Cell density map:
Scale bar: 20 um. 8 x 11 tiles, from black (low) to pale yellow (high), 0 to 100% covered.
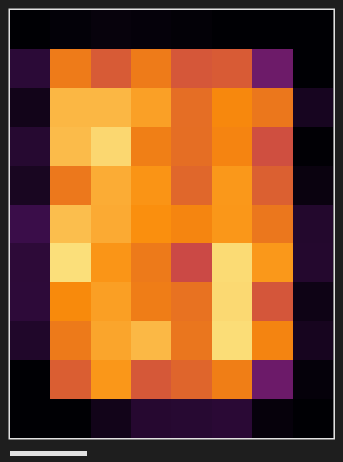
Routing congestion map:
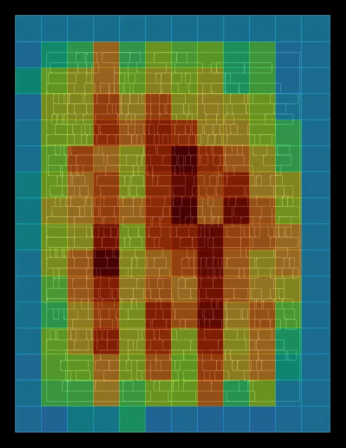
**src/rtl/char_seq_pkg.sv**
```systemverilog
// Shared types and constants for the character sequencer.
// State enum, NUL code, default message and index width.
package char_seq_pkg;

  typedef enum logic [1:0] {
    IDLE,
    EMIT,
    HOLD
  } state_e;

  localparam int IDX_W   = 4;
  localparam int MSG_MAX = 16;

  localparam logic [6:0] CHAR_NUL = 7'h00;

  // Entry 0 is the rightmost element.
  localparam logic [MSG_MAX-1:0][6:0] DEFAULT_MSG = {
    {13{CHAR_NUL}},
    7'h33,
    7'h32,
    7'h31
  };

endpackage

```
**src/rtl/char_seq_buffer.sv**
```systemverilog
// Message register file: sync write, two comb read ports, entry 0 tap.
// Ports: clk, reset, we_i/wa_i/wd_i write, ra_i/ra_o, rb_i/rb_o, r0_o.
module char_seq_buffer
  import char_seq_pkg::*;
#(
  parameter int MSG_LEN = 8
) (
  input  logic             clk,
  input  logic             reset,
  input  logic             we_i,
  input  logic [IDX_W-1:0] wa_i,
  input  logic [6:0]       wd_i,
  input  logic [IDX_W-1:0] ra_i,
  output logic [6:0]       ra_o,
  input  logic [IDX_W-1:0] rb_i,
  output logic [6:0]       rb_o,
  output logic [6:0]       r0_o
);

  logic [MSG_LEN-1:0][6:0] mem_q;

  // Addresses at or past MSG_LEN match no entry and are dropped.
  always_ff @(posedge clk) begin
    if (reset) begin
      for (int i = 0; i < MSG_LEN; i++) begin
        mem_q[i] <= DEFAULT_MSG[i];
      end
    end else if (we_i) begin
      for (int i = 0; i < MSG_LEN; i++) begin
        if (wa_i == IDX_W'(i)) begin
          mem_q[i] <= wd_i;
        end
      end
    end
  end

  // Out-of-range reads return NUL.
  always_comb begin
    ra_o = CHAR_NUL;
    rb_o = CHAR_NUL;
    for (int i = 0; i < MSG_LEN; i++) begin
      if (ra_i == IDX_W'(i)) begin
        ra_o = mem_q[i];
      end
      if (rb_i == IDX_W'(i)) begin
        rb_o = mem_q[i];
      end
    end
  end

  assign r0_o = mem_q[0];

endmodule

```
**src/rtl/char_sequencer.sv**
```systemverilog
// Plays a message buffer out on the charAvailable/charOut handshake.
// Ports: clk, reset, enable, tick, start, stop, loop, animBusy, wr*, char*, busy, done, index.
module char_sequencer
  import char_seq_pkg::*;
#(
  parameter int MSG_LEN    = 8,
  parameter int HOLD_TICKS = 30,
  parameter int CNT_W      = 6
) (
  input  logic       clk,
  input  logic       reset,
  input  logic       enable,
  input  logic       tick,
  input  logic       start,
  input  logic       stop,
  input  logic       loop,
  input  logic       animBusy,
  input  logic       wrEn,
  input  logic [3:0] wrAddr,
  input  logic [6:0] wrData,
  output logic       charAvailable,
  output logic [6:0] charOut,
  output logic       busy,
  output logic       done,
  output logic [3:0] index
);

  state_e           state_q, state_d;
  logic [IDX_W-1:0] idx_q, idx_d;
  logic [CNT_W-1:0] cnt_q, cnt_d;
  logic [6:0]       char_q, char_d;
  logic             avail_q, avail_d;
  logic             done_q, done_d;

  logic [IDX_W-1:0] nxt_idx;
  logic [6:0]       cur_c;
  logic [6:0]       nxt_c;
  logic [6:0]       first_c;
  logic             last;
  logic             cnt_end;
  logic             tick_cnt;

  assign nxt_idx = idx_q + 1'b1;

  char_seq_buffer #(
    .MSG_LEN(MSG_LEN)
  ) u_buf (
    .clk  (clk),
    .reset(reset),
    .we_i (wrEn),
    .wa_i (wrAddr),
    .wd_i (wrData),
    .ra_i (idx_q),
    .ra_o (cur_c),
    .rb_i (nxt_idx),
    .rb_o (nxt_c),
    .r0_o (first_c)
  );

  assign last = (idx_q == IDX_W'(MSG_LEN - 1))
              || (nxt_c == CHAR_NUL);
  assign cnt_end = (cnt_q == CNT_W'(HOLD_TICKS - 1));
  // The tick landing on the pulse cycle belongs to the previous char.
  assign tick_cnt = tick && !avail_q;

  always_comb begin
    state_d = state_q;
    idx_d   = idx_q;
    cnt_d   = cnt_q;
    char_d  = char_q;
    avail_d = 1'b0;
    done_d  = 1'b0;
    if (stop) begin
      state_d = IDLE;
    end else begin
      unique case (state_q)
        IDLE: begin
          if (start) begin
            if (first_c != CHAR_NUL) begin
              idx_d   = '0;
              state_d = EMIT;
            end else begin
              done_d = 1'b1;
            end
          end
        end
        EMIT: begin
          if (!animBusy) begin
            char_d  = cur_c;
            avail_d = 1'b1;
            cnt_d   = '0;
            state_d = HOLD;
          end
        end
        HOLD: begin
          if (tick_cnt) begin
            if (!cnt_end) begin
              cnt_d = cnt_q + 1'b1;
            end else if (!last) begin
              idx_d   = nxt_idx;
              state_d = EMIT;
            end else if (loop && first_c != CHAR_NUL) begin
              idx_d   = '0;
              state_d = EMIT;
            end else begin
              done_d  = 1'b1;
              state_d = IDLE;
            end
          end
        end
        default: state_d = IDLE;
      endcase
    end
  end

  // Disabled: state freezes, pending strobes are dropped.
  always_ff @(posedge clk) begin
    if (reset) begin
      state_q <= IDLE;
      idx_q   <= '0;
      cnt_q   <= '0;
      char_q  <= CHAR_NUL;
      avail_q <= 1'b0;
      done_q  <= 1'b0;
    end else if (enable) begin
      state_q <= state_d;
      idx_q   <= idx_d;
      cnt_q   <= cnt_d;
      char_q  <= char_d;
      avail_q <= avail_d;
      done_q  <= done_d;
    end else begin
      avail_q <= 1'b0;
      done_q  <= 1'b0;
    end
  end

  assign charAvailable = avail_q & enable;
  assign done          = done_q & enable;
  assign charOut       = char_q;
  assign busy          = (state_q != IDLE);
  assign index         = idx_q;

endmodule

```
**config.mk**
```make
export PLATFORM = sky130hd
export DESIGN_NAME = char_sequencer
export DESIGN_NICKNAME = d
export VERILOG_FILES = /design/src/rtl/char_seq_pkg.sv /design/src/rtl/char_seq_buffer.sv /design/src/rtl/char_sequencer.sv
export SDC_FILE = /design/constraint.sdc
export NUM_CORES = 1
export LEC_CHECK = 0
export ABC_CLOCK_PERIOD_IN_PS = 2800
export CAP_MARGIN = 15
export CORE_ASPECT_RATIO = 1.4
export CORE_MARGIN = 8
export CORE_UTILIZATION = 63
export DETAILED_ROUTE_END_ITERATION = 6
export DONT_BUFFER_PORTS = 1
export PLACE_DENSITY_LB_ADDON = 0.2
export SYNTH_ARGS = -nofsm -noshare
export SYNTH_HDL_FRONTEND = slang
export SYNTH_SLANG_ARGS = --single-unit
export TNS_END_PERCENT = 10
```
**constraint.sdc**
```tcl
create_clock -name clk -period 2.8 [get_ports clk]
set_input_delay 0.42 -clock clk [delete_from_list [all_inputs] [get_ports clk]]
set_output_delay 0.42 -clock clk [all_outputs]
set_load 0.1 [all_outputs]
```
==> flow_metrics.tcl <==
# flow metrics
set metrics [dict create \
    globalplace.congestion 1.06 \
    yosys_cells 463 \
    tns_ns 0 \
    die_h_um 110 \
    critical-path-slowest-cell "ha_1" \
    peakVddDrop_uv 446 \
    post_drt_wl_per_cell_um 20.0 \
    setup_viol 0 \
    wl_mm 10.8 \
    crit_family "AND-OR/OR-AND gates" \
    grt_pass1_wl_mm 17.2 \
    min_period_over_period_pct 92.7 \
    crit_type "register to register" \
    status "finished, final reports clean" \
    synth_flops 77 \
    busiest_layer "met2" \
    layout_top_cell "nor2_1" \
    drt-initial-drc-count 311 \
    crit_required_ns 3.05 \
    port_buffers 0 \
    seq_area_um2 1540 \
    power.leakage_nw 1.75 \
    hold_class "input port to register" \
    clk-power_mw 0.997 \
    inv_count 12 \
    pwr-share-comb_pct 3.8 \
    powerSeq_mw 1.12 \
    hold_depth 1 \
    ff_type "dfxtp_1" \
    met1_usage_pct 25.0 \
    reg2reg_from "index[0]" \
    ys_top_cells_by_area "dfxtp_1 38%, mux2i_1 12%, nor2_1 8.6%, a221oi_1 4.6%, a211o_1 3.7%" \
    final_area_um2 4340 \
    dp_slack_ns 0.241 \
    xor_area_share_pct 1.09 \
    max_freq_ghz 0.385 \
    htree_num_levels 3 \
    ys_top_cells_by_count "92 x nor2_1, 77 x dfxtp_1, 48 x mux2i_1" \
    cts_hold_buf 0 \
    fin_ws_ns 0.204 \
    clock_path_buffers 2 \
    largest_reg_flops 49 \
    whs_ns 0.139 \
    seq_power_share_pct 50.9 \
    antenna_found_initial 0 \
    worst_pin_slew_ns 0.903 \
    place_area_um2 4100 \
    start_kind "register" \
    met2WireLength_mm 5.41 \
    netlist_instances 463 \
    crit_top_cell "nor4b_1" \
    nClkBuffers 10 \
    clock_area_share_pct 5.51 \
    min_period_ns 2.60 \
    mux_area_share_pct 12.0 \
    internal_power_mw 1.73 \
    cp.arrival_ns 2.84 \
    grt_max_degree 69 \
    design_power_total_mw 2.20 \
    slowest_delay_ns 0.51 \
    largest-register "u_buf.mem_q" \
    cts.reportedPaths.clkPinSlew_ns 0.08 \
    power.group.top "registers" \
    logic_area_um2 2280 \
    slew_violations 0 \
    top_cell "nor2_1" \
    compound_area_share_pct 17.4 \
    r2r_end "done_q" \
    yosys.area_share.simple_pct 23.8 \
    warnings 33 \
    via_count 3551 \
    place_inst 523 \
    topRoutingLayerUsed "met4" \
    ys_seq_share_pct 38.4 \
    final-nonclk-buf-share_pct 3.29 \
    initCoreUtil_pct 64.6 \
    sh_comb_area_pct 52.5 \
    cts_made_buffers 9 \
    synth_top_cell_by_area "dfxtp_1" \
    hold_end "cnt_q[1]" \
    p_sw_mw 0.468 \
    die-area_um2 9220 \
    top_cell_area_share_pct 38.4 \
    synth.avg_cell_area_um2 8.67 \
    worstSetupPathDepth 9 \
    routed_via_density 6.59 \
    rsz0062_at_grt "no" \
    drive_above_1_share_pct 10.5 \
    grt_overflow 0 \
    synth-edff-count 0 \
    flops 77 \
    cp-endpoint "done_q" \
    die_width_um 83.5 \
    tap_cells 72 \
    slew_headroom_pct 39.6 \
    switching_share_pct 21.3 \
    max_cap_viol_count 0 \
    cts_tree "done" \
    nMultiInputCombCells 343 \
    crit_fanout 15 \
    post-cts-setup-buffer-count 0 \
    area_delta_synth_final_pct 8.01 \
    cts_resized 0 \
    p_per_area_nw_per_um2 508 \
    cts.sinks 77 \
    sh_seq_area_pct 35.6 \
    io_pins 34 \
    worstSkewPairLatency_ns 0.35 \
    dr_wl_met3_um 690 \
    min_from "reset" \
]
-- 'cell density map' (at the start) --
tiles over 75% full: 25%
fullest tile: 93%
mean over tiles: 46%

-- 'routing congestion map' (at the start) --
M3 GR Usage: 5.37%
GRT Overall Usage: 22.6%

Power is estimated from default activity; no workload was simulated.
